Run 1, met1 routing:
Scale bar: 20 µm. Supply wires on this layer in gray.
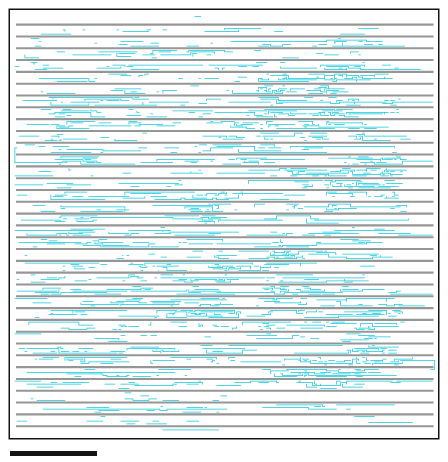
Run 1, signal wires on met2:
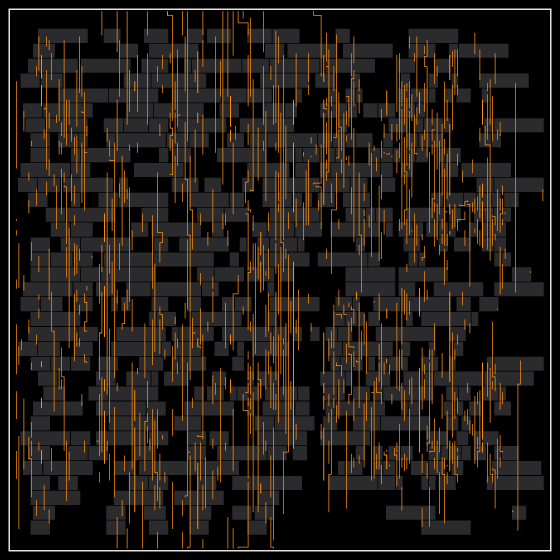
Run 1, M3 wires:
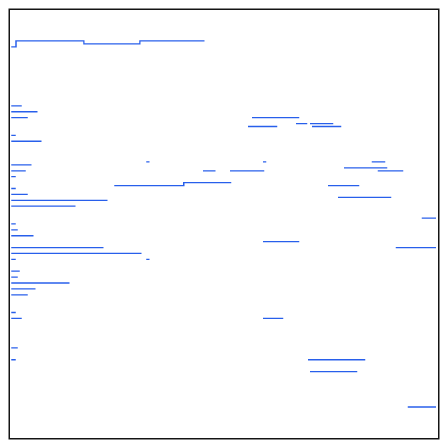
Run 1, signal metal coverage by tile:
20 x 20 tiles, from dark blue (low) to red (high), scaled to the fullest tile. Values are wire area over tile area, all layers added.
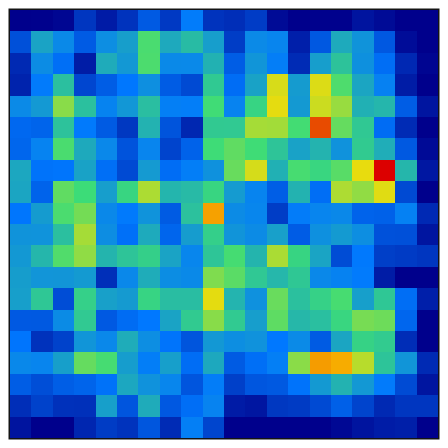
$ cat config.mk
export PLATFORM = sky130hd
export DESIGN_NAME = agc_monitor_sequencer_flat
export DESIGN_NICKNAME = d
export VERILOG_FILES = /design/src/rtl/agc_monitor_sequencer_if.sv /design/src/rtl/agc_monitor_sequencer.sv /design/src/flat_wrapper.sv
export SDC_FILE = /design/constraint.sdc
export NUM_CORES = 1
export LEC_CHECK = 0
export ABC_CLOCK_PERIOD_IN_PS = 2800
export CAP_MARGIN = 30
export CORE_UTILIZATION = 45
export CTS_CLUSTER_DIAMETER = 60
export DETAILED_ROUTE_END_ITERATION = 10
export PLACE_DENSITY_LB_ADDON = 0.05
export SYNTH_ARGS = -nofsm -noshare
export SYNTH_HDL_FRONTEND = slang
export SYNTH_SLANG_ARGS = --single-unit
$ cat constraint.sdc
create_clock -name SIM_CLK -period 2.8 [get_ports SIM_CLK]
set_clock_uncertainty 0.05 [all_clocks]
set_input_delay 0.84 -clock SIM_CLK [delete_from_list [all_inputs] [get_ports SIM_CLK]]
set_output_delay 0.84 -clock SIM_CLK [all_outputs]
set_load 0.01 [all_outputs]
$ cat src/rtl/agc_monitor_sequencer_if.sv
// Host command channel for the AGC monitor sequencer.
//   cmd_valid / cmd_ready : command handshake (accept on both high)
//   cmd_op                : 0=START 1=STOP 2=RUN 3=LOAD
//   cmd_data              : LOAD word, bit0 -> MDT01
//   done / err            : one-cycle completion pulse with status (0=ok 1=timeout 2=gojam)
interface agc_monitor_sequencer_if;
    logic        cmd_valid;
    logic        cmd_ready;
    logic [1:0]  cmd_op;
    logic [15:0] cmd_data;
    logic        done;
    logic [1:0]  err;

    // Host side issues commands and observes completion.
    modport master (
        output cmd_valid, cmd_op, cmd_data,
        input  cmd_ready, done, err
    );

    // Sequencer side accepts commands and reports completion.
    modport slave (
        input  cmd_valid, cmd_op, cmd_data,
        output cmd_ready, done, err
    );
endinterface

$ cat src/rtl/agc_monitor_sequencer.sv
// Ground-support monitor driver for the AGC test connector.
// Turns host commands into MSTRT/MSTP/MLOAD/MDT drives aligned to the AGC
// timepulse train, with inter-pulse timeout and GOJAM abort.
//   SIM_CLK, SIM_RST_n : clock, async active-low reset
//   MT[11:0]           : timepulses MT12..MT01 (bit 0 = MT01), one-hot or zero
//   MGOJAM             : AGC restart indication
//   host               : command channel (slave modport)
//   MSTRT, MSTP, MLOAD : monitor start pulse, stop level, load strobe
//   MDT[15:0]          : monitor data lines MDT16..MDT01
module agc_monitor_sequencer #(
    parameter int unsigned PULSE_LEN = 32,
    parameter int unsigned STOP_MCT  = 2,
    parameter int unsigned TIMEOUT   = 4096
) (
    input  logic                    SIM_CLK,
    input  logic                    SIM_RST_n,
    input  logic [11:0]             MT,
    input  logic                    MGOJAM,
    agc_monitor_sequencer_if.slave  host,
    output logic                    MSTRT,
    output logic                    MSTP,
    output logic                    MLOAD,
    output logic [15:0]             MDT
);

    localparam int unsigned CNT_W  = 16;
    localparam int unsigned DATA_W = 16;
    localparam int unsigned MT_W   = 12;
    localparam int unsigned MT01   = 0;
    localparam int unsigned MT12   = 11;

    localparam logic [1:0] OP_START  = 2'd0;
    localparam logic [1:0] OP_STOP   = 2'd1;
    localparam logic [1:0] OP_RUN    = 2'd2;
    localparam logic [1:0] OP_LOAD   = 2'd3;
    localparam logic [1:0] ERR_OK    = 2'd0;
    localparam logic [1:0] ERR_TMO   = 2'd1;
    localparam logic [1:0] ERR_GOJAM = 2'd2;

    typedef enum logic [2:0] {
        S_IDLE, S_START_P, S_STOP_W, S_RUN_W, S_LOAD_A, S_LOAD_H, S_DONE
    } state_t;

    state_t              state_q, state_d;
    logic [CNT_W-1:0]    evt_cnt_q, evt_cnt_d;
    logic [CNT_W-1:0]    tmo_cnt_q, tmo_cnt_d;
    logic [CNT_W-1:0]    tmo_inc;
    logic [DATA_W-1:0]   data_q, data_d;
    logic [MT_W-1:0]     mt_q;
    logic [MT_W-1:0]     mt_rise;
    logic                mstrt_q, mstrt_d;
    logic                mstp_q, mstp_d;
    logic                mload_q, mload_d;
    logic [DATA_W-1:0]   mdt_q, mdt_d;
    logic                done_q, done_d;
    logic [1:0]          err_q, err_d;
    logic                waiting;
    logic                complete;

    // Timepulse rising edges; every sequencing decision keys off these.
    assign mt_rise = MT & ~mt_q;

    // Quiet-time counter: any timepulse edge restarts the window.
    assign tmo_inc = (|mt_rise) ? '0 : tmo_cnt_q + CNT_W'(1);

    assign host.cmd_ready = (state_q == S_IDLE);
    assign host.done      = done_q;
    assign host.err       = err_q;
    assign MSTRT          = mstrt_q;
    assign MSTP           = mstp_q;
    assign MLOAD          = mload_q;
    assign MDT            = mdt_q;

    // Next-state and next-output logic.
    always_comb begin
        state_d   = state_q;
        evt_cnt_d = evt_cnt_q;
        tmo_cnt_d = tmo_cnt_q;
        data_d    = data_q;
        mstrt_d   = mstrt_q;
        mstp_d    = mstp_q;
        mload_d   = mload_q;
        mdt_d     = mdt_q;
        done_d    = 1'b0;
        err_d     = ERR_OK;
        waiting   = 1'b0;
        complete  = 1'b0;

        case (state_q)
            S_IDLE: begin
                if (host.cmd_valid) begin
                    data_d    = host.cmd_data;
                    evt_cnt_d = '0;
                    tmo_cnt_d = '0;
                    case (host.cmd_op)
                        OP_START: begin
                            state_d = S_START_P;
                            mstrt_d = 1'b1;
                        end
                        OP_STOP: begin
                            state_d = S_STOP_W;
                            mstp_d  = 1'b1;
                        end
                        OP_RUN: begin
                            state_d = S_RUN_W;
                            mstp_d  = 1'b0;
                        end
                        OP_LOAD: state_d = S_LOAD_A;
                        default: state_d = S_IDLE;
                    endcase
                end
            end
            // START provokes GOJAM itself, so only the pulse length matters here.
            S_START_P: begin
                if (evt_cnt_q == CNT_W'(PULSE_LEN - 1)) begin
                    mstrt_d = 1'b0;
                    done_d  = 1'b1;
                    state_d = S_DONE;
                end else begin
                    evt_cnt_d = evt_cnt_q + CNT_W'(1);
                end
            end
            S_STOP_W: begin
                waiting = 1'b1;
                if (mt_rise[MT12]) begin
                    if (evt_cnt_q == CNT_W'(STOP_MCT - 1)) begin
                        complete = 1'b1;
                    end else begin
                        evt_cnt_d = evt_cnt_q + CNT_W'(1);
                    end
                end
            end
            S_RUN_W: begin
                waiting  = 1'b1;
                complete = mt_rise[MT12];
            end
            // Raise the load window on MT01 so the AGC sees a full MCT.
            S_LOAD_A: begin
                waiting = 1'b1;
                if (mt_rise[MT01]) begin
                    mdt_d   = data_q;
                    mload_d = 1'b1;
                    state_d = S_LOAD_H;
                end
            end
            S_LOAD_H: begin
                waiting  = 1'b1;
                complete = mt_rise[MT01];
            end
            // Completion cycle: cmd_ready stays low so a strobe here is dropped.
            S_DONE:  state_d = S_IDLE;
            default: state_d = S_IDLE;
        endcase

        // Shared termination for MT-paced states: GOJAM > completion > timeout.
        if (waiting) begin
            tmo_cnt_d = tmo_inc;
            if (MGOJAM || complete || (tmo_inc == CNT_W'(TIMEOUT))) begin
                state_d = S_DONE;
                done_d  = 1'b1;
                mload_d = 1'b0;
                mdt_d   = '0;
                if (MGOJAM) begin
                    err_d = ERR_GOJAM;
                end else if (complete) begin
                    err_d = ERR_OK;
                end else begin
                    err_d = ERR_TMO;
                end
            end
        end
    end

    // State and output registers.
    always_ff @(posedge SIM_CLK or negedge SIM_RST_n) begin
        if (!SIM_RST_n) begin
            state_q   <= S_IDLE;
            evt_cnt_q <= '0;
            tmo_cnt_q <= '0;
            data_q    <= '0;
            mt_q      <= '0;
            mstrt_q   <= 1'b0;
            mstp_q    <= 1'b0;
            mload_q   <= 1'b0;
            mdt_q     <= '0;
            done_q    <= 1'b0;
            err_q     <= ERR_OK;
        end else begin
            state_q   <= state_d;
            evt_cnt_q <= evt_cnt_d;
            tmo_cnt_q <= tmo_cnt_d;
            data_q    <= data_d;
            mt_q      <= MT;
            mstrt_q   <= mstrt_d;
            mstp_q    <= mstp_d;
            mload_q   <= mload_d;
            mdt_q     <= mdt_d;
            done_q    <= done_d;
            err_q     <= err_d;
        end
    end

endmodule

$ cat src/flat_wrapper.sv
// flat-port wrapper written by rule: the top's interface ports become plain ports
module agc_monitor_sequencer_flat 
#(
    parameter int unsigned PULSE_LEN = 32,
    parameter int unsigned STOP_MCT  = 2,
    parameter int unsigned TIMEOUT   = 4096
)
  (SIM_CLK, SIM_RST_n, MT, MGOJAM, MSTRT, MSTP, MLOAD, MDT, host_cmd_valid, host_cmd_op, host_cmd_data, host_cmd_ready, host_done, host_err);
  agc_monitor_sequencer_if host_i ();
  input  logic SIM_CLK;
  input  logic SIM_RST_n;
  input  logic [11:0] MT;
  input  logic MGOJAM;
  output logic MSTRT;
  output logic MSTP;
  output logic MLOAD;
  output logic [15:0] MDT;
  input wire logic [$bits(host_i.cmd_valid)-1:0] host_cmd_valid;
  input wire logic [$bits(host_i.cmd_op)-1:0] host_cmd_op;
  input wire logic [$bits(host_i.cmd_data)-1:0] host_cmd_data;
  output wire logic [$bits(host_i.cmd_ready)-1:0] host_cmd_ready;
  output wire logic [$bits(host_i.done)-1:0] host_done;
  output wire logic [$bits(host_i.err)-1:0] host_err;
  assign host_i.cmd_valid = host_cmd_valid;
  assign host_i.cmd_op = host_cmd_op;
  assign host_i.cmd_data = host_cmd_data;
  assign host_cmd_ready = host_i.cmd_ready;
  assign host_done = host_i.done;
  assign host_err = host_i.err;
  agc_monitor_sequencer #(.PULSE_LEN(PULSE_LEN), .STOP_MCT(STOP_MCT), .TIMEOUT(TIMEOUT)) u_core (.SIM_CLK(SIM_CLK), .SIM_RST_n(SIM_RST_n), .MT(MT), .MGOJAM(MGOJAM), .host(host_i), .MSTRT(MSTRT), .MSTP(MSTP), .MLOAD(MLOAD), .MDT(MDT));
endmodule
==> flow_summary.html, run 1 <==
<h3>Run summary</h3>
<table>
<tr><th>Metric</th><th>Value</th></tr>
<tr><th colspan="2">Yosys</th></tr>
<tr><td>Top area cells in the synthesized netlist</td><td>dfrtp_1, mux2_2, mux2i_1</td></tr>
<tr><td>Netlist cell types</td><td>approximately 54</td></tr>
<tr><td>Yosys top cell by area</td><td>dfrtp_1</td></tr>
<tr><td>Cells in synth_stat.txt</td><td>just under 400</td></tr>
<tr><td>Synthesized netlist cell count</td><td>approximately 400</td></tr>
<tr><td>Warnings from Yosys</td><td>0</td></tr>
<tr><td>Async SR Flop Fraction</td><td>1.00</td></tr>
<tr><td>Most frequently used flop master after synthesis</td><td>dfrtp_1</td></tr>
<tr><td>Most used standard cells in the synthesized netlist</td><td>dfrtp_1, nor2_1, o21ai_0</td></tr>
<tr><td>Count of library flops with an enable pin</td><td>0</td></tr>
<tr><td>Post-synth area from yosys stat</td><td>4200 µm²</td></tr>
<tr><td>Average size of a mapped cell</td><td>10.6 µm²</td></tr>
<tr><td>Post-synthesis cell area</td><td>4200 µm²</td></tr>
<tr><td>Synth flops</td><td>around 85</td></tr>
<tr><th colspan="2">Worst setup path</th></tr>
<tr><td>R2R cell count</td><td>9</td></tr>
<tr><td>CP Launch Point</td><td>MT[9]</td></tr>
<tr><td>Register-to-Register Setup Slack</td><td>0.15 ns</td></tr>
<tr><td>Setup Crit Path Kind</td><td>input pin to flip-flop</td></tr>
<tr><td>Worst-path cell with the longest stage delay</td><td>or4b_4</td></tr>
<tr><td>Largest stage delay, worst path</td><td>~0.52 ns</td></tr>
<tr><td>Capture point of the worst path</td><td>u_core.state_q[1]$_DFF_PN0_</td></tr>
<tr><td>Launch instance of the worst register-to-register path</td><td>u_core.tmo_cnt_q[1]$_DFFE_PN0P_</td></tr>
<tr><td>Required time of the critical path</td><td>slightly above 3 ns</td></tr>
<tr><td>Kind of launch point of the worst setup path</td><td>input pin</td></tr>
<tr><td>Kind of end point of the critical path</td><td>flip-flop</td></tr>
<tr><td>Count of cell instances traversed by the critical path</td><td>9</td></tr>
<tr><td>Worst-path cell chain</td><td>dlygate4sd2_1 -&gt; nor2b_4 -&gt; a2111oi_4 -&gt; nand4_4 -&gt; or4b_4 -&gt; a211oi_4 -&gt; buf_6 -&gt; buf_8 -&gt; or4_4</td></tr>
<tr><th colspan="2">Floorplanning</th></tr>
<tr><td>Number of well taps</td><td>about 110</td></tr>
<tr><td>Count of standard-cell rows</td><td>34</td></tr>
<tr><td>Chip Height</td><td>98.6 µm</td></tr>
<tr><td>Core region area</td><td>8890 µm²</td></tr>
<tr><td>I/O pin cnt</td><td>57</td></tr>
<tr><td>Overall die area</td><td>about 10000 µm²</td></tr>
<tr><td>Die extent in x</td><td>a little under 100 µm</td></tr>
<tr><th colspan="2">Clock tree</th></tr>
<tr><td>Clock transition at path regs</td><td>roughly 0.08 ns</td></tr>
<tr><td>Number of setup buffers added after CTS</td><td>2</td></tr>
<tr><td>Root buffer cell</td><td>clkbuf_8</td></tr>
<tr><td>H-tree levels</td><td>3</td></tr>
<tr><td>Hold buffers post-CTS</td><td>0</td></tr>
<tr><td>TritonCTS sink count</td><td>85</td></tr>
<tr><td>TritonCTS clock tree</td><td>yes</td></tr>
<tr><td>Post-CTS resize count</td><td>19</td></tr>
<tr><td>Clock buffers created by TritonCTS</td><td>9</td></tr>
<tr><td>Latest clock arrival within the worst-skew pair</td><td>0.35 ns</td></tr>
<tr><td>Number of buffers on the longest clock path</td><td>2</td></tr>
<tr><th colspan="2">Layout</th></tr>
<tr><td>Layout overhead on the synthesized area</td><td>28.1%</td></tr>
<tr><td>Seq area share</td><td>0.396</td></tr>
<tr><td>Non-Filler Cell Area, Final</td><td>about 5400 µm²</td></tr>
<tr><td>Fraction of cell area in non-clock buffers</td><td>0.155</td></tr>
<tr><td>Post-Layout Cell Count</td><td>576</td></tr>
<tr><td>Commonest cells after routing, fill and taps aside</td><td>dfrtp_1, clkdlybuf4s50_1, nor2_1</td></tr>
<tr><td># fillers</td><td>~750</td></tr>
<tr><td>Most used logic cell in the final layout</td><td>dfrtp_1</td></tr>
<tr><td>Multi-input gate area</td><td>around 2000 µm²</td></tr>
<tr><td>Number of antenna repair diodes</td><td>0</td></tr>
<tr><td>Flip-flop and latch area</td><td>between 2000 and 2500 µm²</td></tr>
<tr><td>Share of the final layout cell area in multi-input gates</td><td>0.376</td></tr>
<tr><td>Final nets</td><td>503</td></tr>
<tr><td>Inverters</td><td>7</td></tr>
<tr><td>Final clock-cell share</td><td>0.0431</td></tr>
<tr><th colspan="2">GRT</th></tr>
<tr><td>Total global routing overflow</td><td>0</td></tr>
<tr><td>Overall routing resource usage</td><td>0.204</td></tr>
<tr><td>Largest net degree at the start of global routing</td><td>just over 40</td></tr>
<tr><td>Global-route wire length before repair</td><td>~16 mm</td></tr>
<tr><td>Number of global-route vias before repair</td><td>approximately 3100</td></tr>
<tr><td>Antenna violations before repair</td><td>0</td></tr>
<tr><th colspan="2">Placement</th></tr>
<tr><td>Gpl congestion</td><td>0.828</td></tr>
<tr><td>Placed cell area</td><td>around 5000 µm²</td></tr>
<tr><td>Setup WS pre-CTS</td><td>-0.586 ns</td></tr>
<tr><td>Placed Cells</td><td>556</td></tr>
<tr><td>Post-detailed-placement half-perimeter wirelength</td><td>around 6.3 mm</td></tr>
<tr><th colspan="2">Timing</th></tr>
<tr><td>Final setup vio count</td><td>0</td></tr>
<tr><td>Rel. slew slack</td><td>0.325</td></tr>
<tr><td>Final worst path period need</td><td>2.70 ns</td></tr>
<tr><td>Setup total negative slack</td><td>0 ns</td></tr>
<tr><td>Peak clock frequency supported by timing</td><td>around 370 MHz</td></tr>
<tr><td>Ratio of final minimum period to clock period</td><td>0.963</td></tr>
<tr><td>Worst hold slack after final layout</td><td>about 0.4 ns</td></tr>
<tr><th colspan="2">Power</th></tr>
<tr><td>Max IR drop VDD</td><td>about 0.43 mV</td></tr>
<tr><td>Power per unit of standard cell area</td><td>756 nW/µm²</td></tr>
<tr><th colspan="2">Job</th></tr>
<tr><td>Number of warning messages in the logs</td><td>30</td></tr>
<tr><td>MaxCap Viol Count</td><td>0</td></tr>
<tr><th colspan="2">Run status</th></tr>
<tr><td>Status</td><td>complete, no violations</td></tr>
<tr><th colspan="2">Min path</th></tr>
<tr><td>Worst hold path type</td><td>input pin to asynchronous set/reset pin</td></tr>
<tr><th colspan="2">Detailed routing</th></tr>
<tr><td>Post-DRT Antenna Nets</td><td>0</td></tr>
<tr><td>Wire length per cell after detailed routing</td><td>15.9 µm</td></tr>
<tr><td>Via-to-Cell Ratio</td><td>5.52</td></tr>
<tr><td>Iteration-0 DRC Markers</td><td>between 100 and 150</td></tr>
</table>
About 'met1 routing':
nets with wire on the layer: 454
longest straight run: 34.0 µm
main direction: horizontal
wire length on this layer: 4320 µm

About 'signal wires on met2':
wire length on this layer: 4400 µm
nets with wire on the layer: 430
share of all routed wire: 48%
longest straight run: 42.8 µm
main direction: vertical

About 'M3 wires':
wire length on this layer: 361 µm
longest straight run: 29.7 µm
nets with wire on the layer: 44
share of all routed wire: 3.9%
vias post-DR: 3177
met3 Resource Use GR: 0.0390
routed wire length: 9.18 mm

About 'signal metal coverage by tile':
fullest tile: 0.49
tiles over half the peak: 13%
mean over tiles: 0.15

==> run 1: cell families after synthesis <==
logic type / Yosys count / share of synthesized area
muxes: 32 / 0.0811
xor gates and xnor gates: 23 / 0.0480
and+or+nand+nor: 165 / 0.225
buffers and inverters: 34 / 0.0411
AOI/OAI and AO/OA: 52 / 0.0802
adders and majority gates: 6 / 0.0179
DFF: 85 / 0.507
==> run 1: routing by layer <==
metal  global-route usage  up-vias  wire [µm]
met5                    0        -          0
met4               0.0586        0         88
met3               0.0390        9        361
met2                0.329       65       4400
met1                0.281     1550       4320
li1                     -     1553          -
==> run 1: power by group <==
part,switching [mW],internal (mW),leakage (nW)
combinational,0.650,0.703,1.07
sequential,0.210,1.51,1.11
clock,0.454,0.535,0.113
Run 1, track usage over the die:
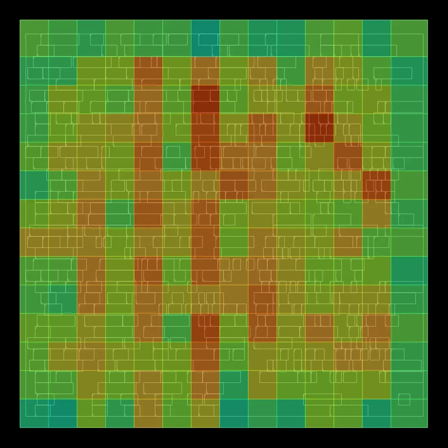

--- run 2 (diff from run 1) ---
--- a/config.mk
+++ b/config.mk
@@ -5,7 +5,7 @@
 export SDC_FILE = /design/constraint.sdc
 export NUM_CORES = 1
 export LEC_CHECK = 0
-export ABC_CLOCK_PERIOD_IN_PS = 2800
+export ABC_CLOCK_PERIOD_IN_PS = 2300
 export CAP_MARGIN = 30
 export CORE_UTILIZATION = 45
 export CTS_CLUSTER_DIAMETER = 60
==> constraint.sdc (replaced) <==
create_clock -name SIM_CLK -period 2.3 [get_ports SIM_CLK]
set_clock_uncertainty 0.05 [all_clocks]
set_input_delay 0.69 -clock SIM_CLK [delete_from_list [all_inputs] [get_ports SIM_CLK]]
set_output_delay 0.69 -clock SIM_CLK [all_outputs]
set_load 0.01 [all_outputs]
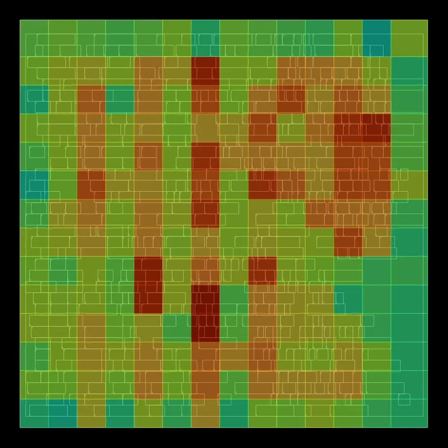
Run 2: track usage over the die
grt met1 use: 0.295
overall routing resource usage: 0.217
met2 global-route usage: 0.343
met3 Resource Use GR: 0.0397
wire length per cell after detailed routing: 16.0 µm

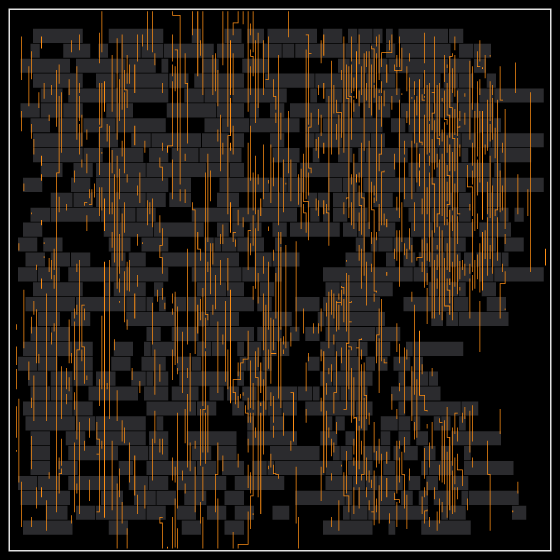
Run 2: signal wires on met2
nets with wire on the layer: 481
main direction: vertical
wire length on this layer: 4810 µm
longest straight run: 61.9 µm
share of all routed wire: 48%
vias post-DR: 3448
routed wire length: 10.1 mm

==> run 2 against run 1 <==
Effect of this change:
- core utilization is 6.4 points higher
- largest power group unchanged
- sequential power up 19%
- first-iteration DRC count decreased by 2.9%
- sequential share of layout area decreased by 3.7 points
- design area is 11% higher
- the run now ends with negative setup slack left
- highest routed layer unchanged
- largest cell class is now logic gates
- critical path type is now flip-flop to flip-flop
==> flow_summary.html, run 2 <==
<h3>Run summary</h3>
<table>
<tr><th>Metric</th><th>Value</th></tr>
<tr><th colspan="2">Run status</th></tr>
<tr><td>Status</td><td>finished with violations</td></tr>
<tr><td>Failing checks</td><td>negative setup slack</td></tr>
<tr><th colspan="2">Detailed routing</th></tr>
<tr><td>Via-to-Cell Ratio</td><td>5.50 (-0.30%)</td></tr>
<tr><td>Top Layer Used</td><td>met4</td></tr>
<tr><td>Iteration-0 DRC Markers</td><td>136 (-2.9%)</td></tr>
<tr><td>Wire length on met3</td><td>422 µm (+17%)</td></tr>
<tr><td>Post-DRT Antenna Nets</td><td>0 (unchanged)</td></tr>
<tr><td>Detailed-routing wirelength on met1</td><td>4.62 mm (+7.0%)</td></tr>
<tr><td>Detailed-routing iteration count for the pre-antenna-repair pass</td><td>4</td></tr>
<tr><th colspan="2">Worst setup path</th></tr>
<tr><td>CP Launch Point</td><td>u_core.tmo_cnt_q[9]$_DFFE_PN0P_</td></tr>
<tr><td>Required time of the critical path</td><td>2.47 ns (-0.57 ns)</td></tr>
<tr><td>Register-to-Register Setup Slack</td><td>-0.18 ns (-0.33 ns)</td></tr>
<tr><td>Setup Crit Path Kind</td><td>flip-flop to flip-flop</td></tr>
<tr><td>Count of cell instances traversed by the critical path</td><td>10 (+1)</td></tr>
<tr><td>Capture point of the worst path</td><td>u_core.state_q[1]$_DFF_PN0_</td></tr>
<tr><td>Kind of end point of the critical path</td><td>flip-flop</td></tr>
<tr><td>Worst-path cell chain</td><td>buf_4 -&gt; and4_1 -&gt; buf_4 -&gt; nand4_1 -&gt; xor2_1 -&gt; a31oi_2 -&gt; a211oi_4 -&gt; buf_6 -&gt; buf_8 -&gt; or4_1</td></tr>
<tr><td>Worst-path cell with the longest stage delay</td><td>or4_1</td></tr>
<tr><td>Launch instance of the worst register-to-register path</td><td>u_core.tmo_cnt_q[9]$_DFFE_PN0P_</td></tr>
<tr><td>Largest stage delay, worst path</td><td>0.47 ns (-0.05 ns)</td></tr>
<tr><td>R2R cell count</td><td>10 (+1)</td></tr>
<tr><th colspan="2">Yosys</th></tr>
<tr><td>Top area cells in the synthesized netlist</td><td>dfrtp_1, mux2_2, mux2i_1</td></tr>
<tr><td>Most used standard cells in the synthesized netlist</td><td>dfrtp_1, nor2_1, o21ai_0</td></tr>
<tr><td>Count of library flops with an enable pin</td><td>0 (unchanged)</td></tr>
<tr><td>Warnings from Yosys</td><td>0 (unchanged)</td></tr>
<tr><td>Async SR Flop Fraction</td><td>1.00 (unchanged)</td></tr>
<tr><td>Cells in synth_stat.txt</td><td>397 (unchanged)</td></tr>
<tr><td>Average size of a mapped cell</td><td>10.6 µm² (unchanged)</td></tr>
<tr><td>Synth flops</td><td>85 (unchanged)</td></tr>
<tr><td>Yosys top cell by area</td><td>dfrtp_1</td></tr>
<tr><td>Post-synth area from yosys stat</td><td>4200 µm² (unchanged)</td></tr>
<tr><td>Most frequently used flop master after synthesis</td><td>dfrtp_1</td></tr>
<tr><td>Post-synthesis cell area</td><td>4200 µm² (unchanged)</td></tr>
<tr><td>Netlist cell types</td><td>54 (unchanged)</td></tr>
<tr><th colspan="2">Timing</th></tr>
<tr><td>Worst hold slack after final layout</td><td>0.164 ns (-0.247 ns)</td></tr>
<tr><td>Rel. slew slack</td><td>0.627 (+0.302)</td></tr>
<tr><td>Setup total negative slack</td><td>-2.97 ns (-2.97 ns)</td></tr>
<tr><td>Peak clock frequency supported by timing</td><td>approximately 400 MHz</td></tr>
<tr><td>Worst setup margin</td><td>-0.176 ns</td></tr>
<tr><td>Final setup vio count</td><td>22 (+22)</td></tr>
<tr><td>Final worst path period need</td><td>between 2 and 2.5 ns</td></tr>
<tr><td>Ratio of final minimum period to clock period</td><td>1.08</td></tr>
<tr><th colspan="2">Power</th></tr>
<tr><td>Max IR drop VDD</td><td>0.514 mV (+20%)</td></tr>
<tr><td>Power of the clock network</td><td>1.16 mW (+20%)</td></tr>
<tr><td>Top power group</td><td>sequential cells</td></tr>
<tr><td>Relative contribution of combinational cells to total power</td><td>0.369 (+0.036)</td></tr>
<tr><td>Clock power share</td><td>0.228 (-0.015)</td></tr>
<tr><td>Net Sw Power</td><td>1.67 mW (+27%)</td></tr>
<tr><td>Net switching share of the total power</td><td>0.327 (+0.00362)</td></tr>
<tr><td>Post-layout total power</td><td>5.09 mW</td></tr>
<tr><td>Total sequential power</td><td>2.05 mW (+19%)</td></tr>
<tr><td>Internal power</td><td>3.43 mW (+25%)</td></tr>
<tr><th colspan="2">Job</th></tr>
<tr><td>MaxCap Viol Count</td><td>0 (unchanged)</td></tr>
<tr><td>Number of warning messages in the logs</td><td>32 (+6.7%)</td></tr>
<tr><th colspan="2">Clock tree</th></tr>
<tr><td>Clock transition at path regs</td><td>0.09 ns (about the same)</td></tr>
<tr><td>Number of buffers on the longest clock path</td><td>2 (unchanged)</td></tr>
<tr><td>Hold buffers post-CTS</td><td>0 (unchanged)</td></tr>
<tr><td>Post-CTS resize count</td><td>68 (+49)</td></tr>
<tr><td>Latest clock arrival within the worst-skew pair</td><td>0.36 ns (about the same)</td></tr>
<tr><td>Clock buffers created by TritonCTS</td><td>9 (unchanged)</td></tr>
<tr><td>H-tree levels</td><td>3 (unchanged)</td></tr>
<tr><td>TritonCTS clock tree</td><td>yes</td></tr>
<tr><td>Root buffer cell</td><td>clkbuf_8</td></tr>
<tr><td>Number of setup buffers added after CTS</td><td>8 (+6)</td></tr>
<tr><td>TritonCTS sink count</td><td>85 (unchanged)</td></tr>
<tr><th colspan="2">Placement</th></tr>
<tr><td>Post-detailed-placement half-perimeter wirelength</td><td>6.73 mm (+6.6%)</td></tr>
<tr><td>Setup WS pre-CTS</td><td>-0.848 ns (-0.261 ns)</td></tr>
<tr><td>Gpl congestion</td><td>0.795 (-4.0%)</td></tr>
<tr><td>Placed Cells</td><td>596 (+7.2%)</td></tr>
<tr><th colspan="2">GRT</th></tr>
<tr><td>Global-route wire length before repair</td><td>16.6 mm (+5.7%)</td></tr>
<tr><td>Number of global-route vias before repair</td><td>3412 (+9.0%)</td></tr>
<tr><td>Antenna violations before repair</td><td>0 (unchanged)</td></tr>
<tr><td>Largest net degree at the start of global routing</td><td>48 (+17%)</td></tr>
<tr><td>GRT Max-Usage Layer</td><td>met2</td></tr>
<tr><td>Total global routing overflow</td><td>0 (unchanged)</td></tr>
<tr><th colspan="2">Floorplanning</th></tr>
<tr><td>Chip Height</td><td>98.6 µm (unchanged)</td></tr>
<tr><td>Overall die area</td><td>9720 µm² (unchanged)</td></tr>
<tr><td>I/O pin cnt</td><td>57 (unchanged)</td></tr>
<tr><td>Count of standard-cell rows</td><td>34 (unchanged)</td></tr>
<tr><td>Core region area</td><td>8890 µm² (unchanged)</td></tr>
<tr><th colspan="2">Min path</th></tr>
<tr><td>Worst hold path type</td><td>input pin to asynchronous set/reset pin</td></tr>
<tr><th colspan="2">Layout</th></tr>
<tr><td>Number of antenna repair diodes</td><td>0 (unchanged)</td></tr>
<tr><td>Most used logic cell in the final layout</td><td>dfrtp_1</td></tr>
<tr><td>Post-Layout Cell Count</td><td>627 (+8.9%)</td></tr>
<tr><td>Commonest cells after routing, fill and taps aside</td><td>dfrtp_1, buf_4, clkdlybuf4s50_1</td></tr>
<tr><td>Final nets</td><td>554 (+10%)</td></tr>
<tr><td>Layout overhead on the synthesized area</td><td>41.7%</td></tr>
</table>
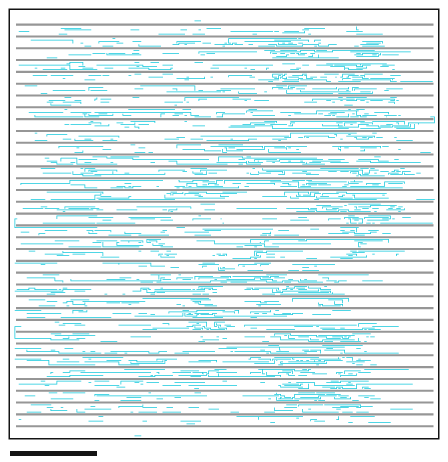
Run 2: met1 routing
Scale bar: 20 µm. Supply wires on this layer in gray.
nets with wire on the layer: 498
share of all routed wire: 46%
main direction: horizontal
longest straight run: 27.1 µm

-- run 2: cell type report --
cell class,instances,area (µm²)
clock inverters,5,85.1
repair buffers,133,1200
multi-input cells,278,2230
inverters,7,26.3
fillers,677,2950
well taps,108,135
clock buffers,11,131
flip-flops and latches,85,2130
-- run 2: cells by family (layout without fill, tap and decap cells) --
| kind of cell | Yosys count | in the layout | share of synthesized area |
|---|---|---|---|
| multiplexers | 32 | 32 | 0.0811 |
| AND/OR/NAND/NOR | 165 | 165 | 0.225 |
| buffers and inverters | 34 | 156 | 0.0411 |
| AND-OR/OR-AND | 52 | 52 | 0.0802 |
| XOR/XNOR | 23 | 23 | 0.0480 |
| adder cells (fa/ha/maj) | 6 | 6 | 0.0179 |
| flip-flops | 85 | 85 | 0.507 |
Run 2, M3 wires:
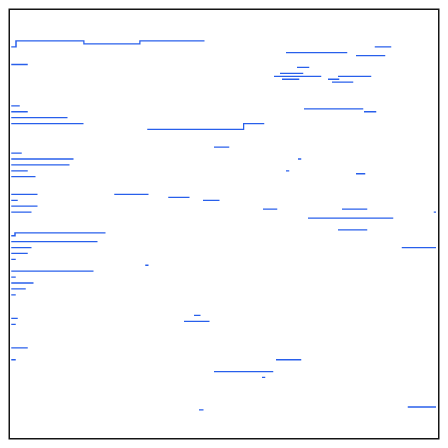

--- run 3 (diff from run 2) ---
==> constraint.sdc (replaced) <==
create_clock -name SIM_CLK -period 2.3 [get_ports SIM_CLK]
set_clock_uncertainty 0.05 [all_clocks]
set_input_delay 0.69 -clock SIM_CLK [delete_from_list [all_inputs] [get_ports SIM_CLK]]
set_output_delay 0.69 -clock SIM_CLK [all_outputs]
set_load 0.05 [all_outputs]
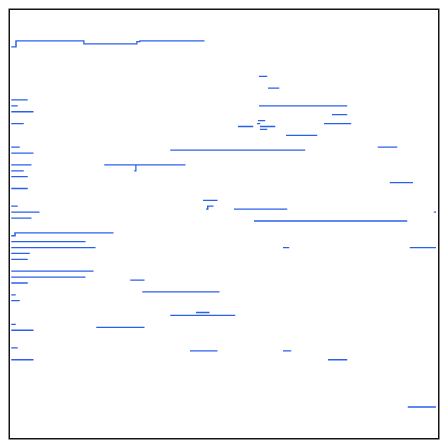
Run 3: M3 wires
wire length on this layer: 446 µm
nets with wire on the layer: 50

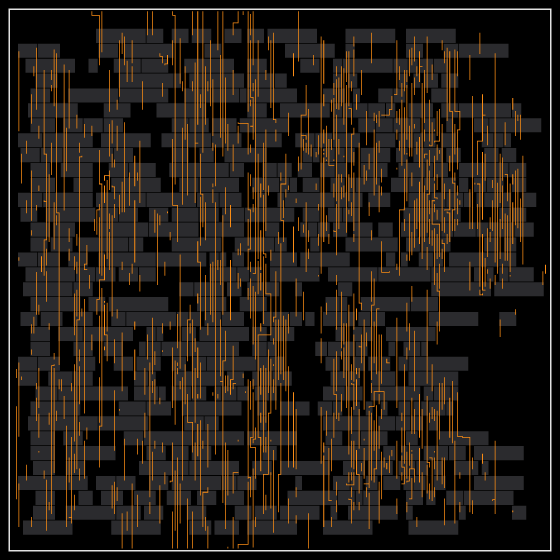
Run 3: signal wires on met2
nets with wire on the layer: 472
main direction: vertical
wire length on this layer: 4780 µm
vias post-DR: 3387
routed wire length: 9.77 mm
met2 global-route usage: 0.354

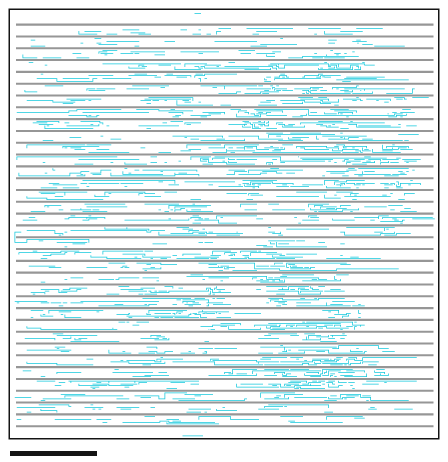
Run 3: met1 routing
Scale bar: 20 µm. Supply wires on this layer in gray.
wire length on this layer: 4430 µm
main direction: horizontal
grt met1 use: 0.302

==> run 3 against run 2 <==
Effect of this change:
- maximum frequency rose by 2.5%
- critical endpoint is now u_core.state_q[0]$_DFF_PN0_
- via count is 1.8% lower
- first-iteration DRC count decreased by 13%
- the flow still finishes with violations (negative setup slack)
- largest cell class unchanged
==> flow_summary.html, run 3 <==
<h3>Run summary</h3>
<table>
<tr><th>Metric</th><th>Value</th></tr>
<tr><th colspan="2">Yosys</th></tr>
<tr><td>Synth flops</td><td>85 (unchanged)</td></tr>
<tr><td>Most used standard cells in the synthesized netlist</td><td>dfrtp_1, nor2_1, o21ai_0</td></tr>
<tr><td>Yosys top cell by area</td><td>dfrtp_1</td></tr>
<tr><td>Top area cells in the synthesized netlist</td><td>dfrtp_1, mux2_2, mux2i_1</td></tr>
<tr><td>Average size of a mapped cell</td><td>10.6 µm² (unchanged)</td></tr>
<tr><td>Area fraction in and, or, nand and nor cells after synthesis</td><td>0.225 (unchanged)</td></tr>
<tr><td>Warnings from Yosys</td><td>0 (unchanged)</td></tr>
<tr><td>Synth Area in XOR/XNOR</td><td>0.0480 (unchanged)</td></tr>
<tr><td>Adder-cell share of the synthesized area</td><td>0.0179 (unchanged)</td></tr>
<tr><td>Cells in synth_stat.txt</td><td>397 (unchanged)</td></tr>
<tr><th colspan="2">Layout</th></tr>
<tr><td>Fraction of cell area in non-clock buffers</td><td>0.198 (-0.00437)</td></tr>
<tr><td>Share of the final layout cell area in multi-input gates</td><td>0.366 (-0.0102)</td></tr>
<tr><td>Count of sequential standard cells</td><td>85 (unchanged)</td></tr>
<tr><td>Number of non-clock buffers in the layout</td><td>125 (-6.0%)</td></tr>
<tr><td>Number of antenna repair diodes</td><td>0 (unchanged)</td></tr>
<tr><td># fillers</td><td>704 (+4.0%)</td></tr>
<tr><td>Flip-flop and latch area</td><td>2130 µm² (unchanged)</td></tr>
<tr><td>Combinational gate count</td><td>278 (unchanged)</td></tr>
<tr><td>Commonest cells after routing, fill and taps aside</td><td>dfrtp_1, buf_4, nor2_1</td></tr>
<tr><td>Multi-input gate area</td><td>2150 µm² (-4.0%)</td></tr>
<tr><td>Layout overhead on the synthesized area</td><td>39.8%</td></tr>
<tr><td>Inverters</td><td>7 (unchanged)</td></tr>
<tr><td>Seq area share</td><td>0.363 (+0.00474)</td></tr>
<tr><th colspan="2">Power</th></tr>
<tr><td>Net Sw Power</td><td>2.16 mW (+30%)</td></tr>
<tr><td>Internal power</td><td>3.61 mW (+5.3%)</td></tr>
<tr><td>Max IR drop VDD</td><td>0.850 mV (+65%)</td></tr>
<tr><td>Relative contribution of combinational cells to total power</td><td>0.399 (+0.030)</td></tr>
<tr><td>Net switching share of the total power</td><td>0.375 (+0.0475)</td></tr>
<tr><td>Power of the clock network</td><td>1.42 mW (+22%)</td></tr>
<tr><th colspan="2">GRT</th></tr>
<tr><td>Met3 Resource Use GR</td><td>0.0504 (+0.0106)</td></tr>
<tr><td>Largest net degree at the start of global routing</td><td>37 (-23%)</td></tr>
<tr><td>Global-route wire length before repair</td><td>17.1 mm (+2.7%)</td></tr>
<tr><td>GRT Max-Usage Layer</td><td>met2</td></tr>
<tr><td>Total global routing overflow</td><td>0 (unchanged)</td></tr>
<tr><th colspan="2">Detailed routing</th></tr>
<tr><td>Wire length per cell after detailed routing</td><td>15.8 µm (-1.6%)</td></tr>
<tr><td>Wire length on met3</td><td>445 µm (+5.5%)</td></tr>
<tr><td>Detailed-routing iteration count for the pre-antenna-repair pass</td><td>5 (+1)</td></tr>
<tr><td>Iteration-0 DRC Markers</td><td>119 (-13%)</td></tr>
<tr><th colspan="2">Worst setup path</th></tr>
<tr><td>Launch instance of the worst register-to-register path</td><td>u_core.tmo_cnt_q[1]$_DFFE_PN0P_</td></tr>
<tr><td>Register-to-Register Setup Slack</td><td>-0.12 ns (+0.06 ns)</td></tr>
<tr><td>Setup Crit Path Kind</td><td>flip-flop to flip-flop</td></tr>
<tr><td>CP Launch Point</td><td>u_core.tmo_cnt_q[1]$_DFFE_PN0P_</td></tr>
<tr><td>Capture point of the worst path</td><td>u_core.state_q[0]$_DFF_PN0_</td></tr>
<tr><td>Required time of the critical path</td><td>2.50 ns (+0.03 ns)</td></tr>
<tr><th colspan="2">Clock tree</th></tr>
<tr><td>Number of buffers on the longest clock path</td><td>2 (unchanged)</td></tr>
<tr><td>TritonCTS sink count</td><td>85 (unchanged)</td></tr>
<tr><td>H-tree levels</td><td>3 (unchanged)</td></tr>
<tr><td>Clock buffers created by TritonCTS</td><td>9 (unchanged)</td></tr>
<tr><td>TritonCTS clock tree</td><td>yes</td></tr>
<tr><td>Root buffer cell</td><td>clkbuf_8</td></tr>
<tr><td>Latest clock arrival within the worst-skew pair</td><td>0.36 ns (about the same)</td></tr>
<tr><th colspan="2">Timing</th></tr>
<tr><td>Worst setup margin</td><td>-0.115 ns (+0.0607 ns)</td></tr>
<tr><td>Peak clock frequency supported by timing</td><td>414 MHz (+2.5%)</td></tr>
<tr><td>Final setup vio count</td><td>22 (unchanged)</td></tr>
<tr><td>Final worst path period need</td><td>2.42 ns (-0.0607 ns)</td></tr>
<tr><td>Rel. slew slack</td><td>0.574 (-0.0527)</td></tr>
<tr><td>Ratio of final minimum period to clock period</td><td>1.05 (-0.0264)</td></tr>
<tr><th colspan="2">Floorplanning</th></tr>
<tr><td>Overall die area</td><td>9720 µm² (unchanged)</td></tr>
<tr><td>Core region area</td><td>8890 µm² (unchanged)</td></tr>
<tr><td>I/O pin cnt</td><td>57 (unchanged)</td></tr>
<tr><td>Count of standard-cell rows</td><td>34 (unchanged)</td></tr>
<tr><td>Number of well taps</td><td>108 (unchanged)</td></tr>
<tr><th colspan="2">Min path</th></tr>
<tr><td>Worst hold path type</td><td>input pin to asynchronous set/reset pin</td></tr>
<tr><th colspan="2">Placement</th></tr>
<tr><td>Post-detailed-placement half-perimeter wirelength</td><td>6.77 mm (+0.55%)</td></tr>
<tr><th colspan="2">Run status</th></tr>
<tr><td>Status</td><td>finished with violations</td></tr>
<tr><td>Failing checks</td><td>negative setup slack</td></tr>
<tr><th colspan="2">Job</th></tr>
<tr><td>Number of warning messages in the logs</td><td>32 (unchanged)</td></tr>
</table>
==> run 3: what timing repair did <==
action | CTS | global route
gates resized | 69 | 24
hold buffers | 0 | 0
gates cloned | 1 | 0
pin swaps | 19 | 11
endpoints found under the setup margin | 43 | 37
setup buffers | 6 | 2
==> run 3: through the flow <==
stage	power [mW]	instances	hold WS (ns)
after global placement	4.32	595	0.427
after floorplan	3.53	397	0.344
after global routing	6.08	619	0.260
after CTS	5.81	618	0.232
final	5.77	619	0.229
after detailed placement	4.34	595	0.427
==> run 3: critical path, stage by stage, from the launching register on <==
cell and delay [ns]:
dfrtp_2 0.43, ha_4 0.18, buf_6 0.10, and2_4 0.12, nand4_1 0.15, xor2_1 0.21
or4b_4 0.53, a211oi_4 0.21, buf_6 0.15, buf_8 0.12, nor3_2 0.04
Power and IR drop assume default switching activity.
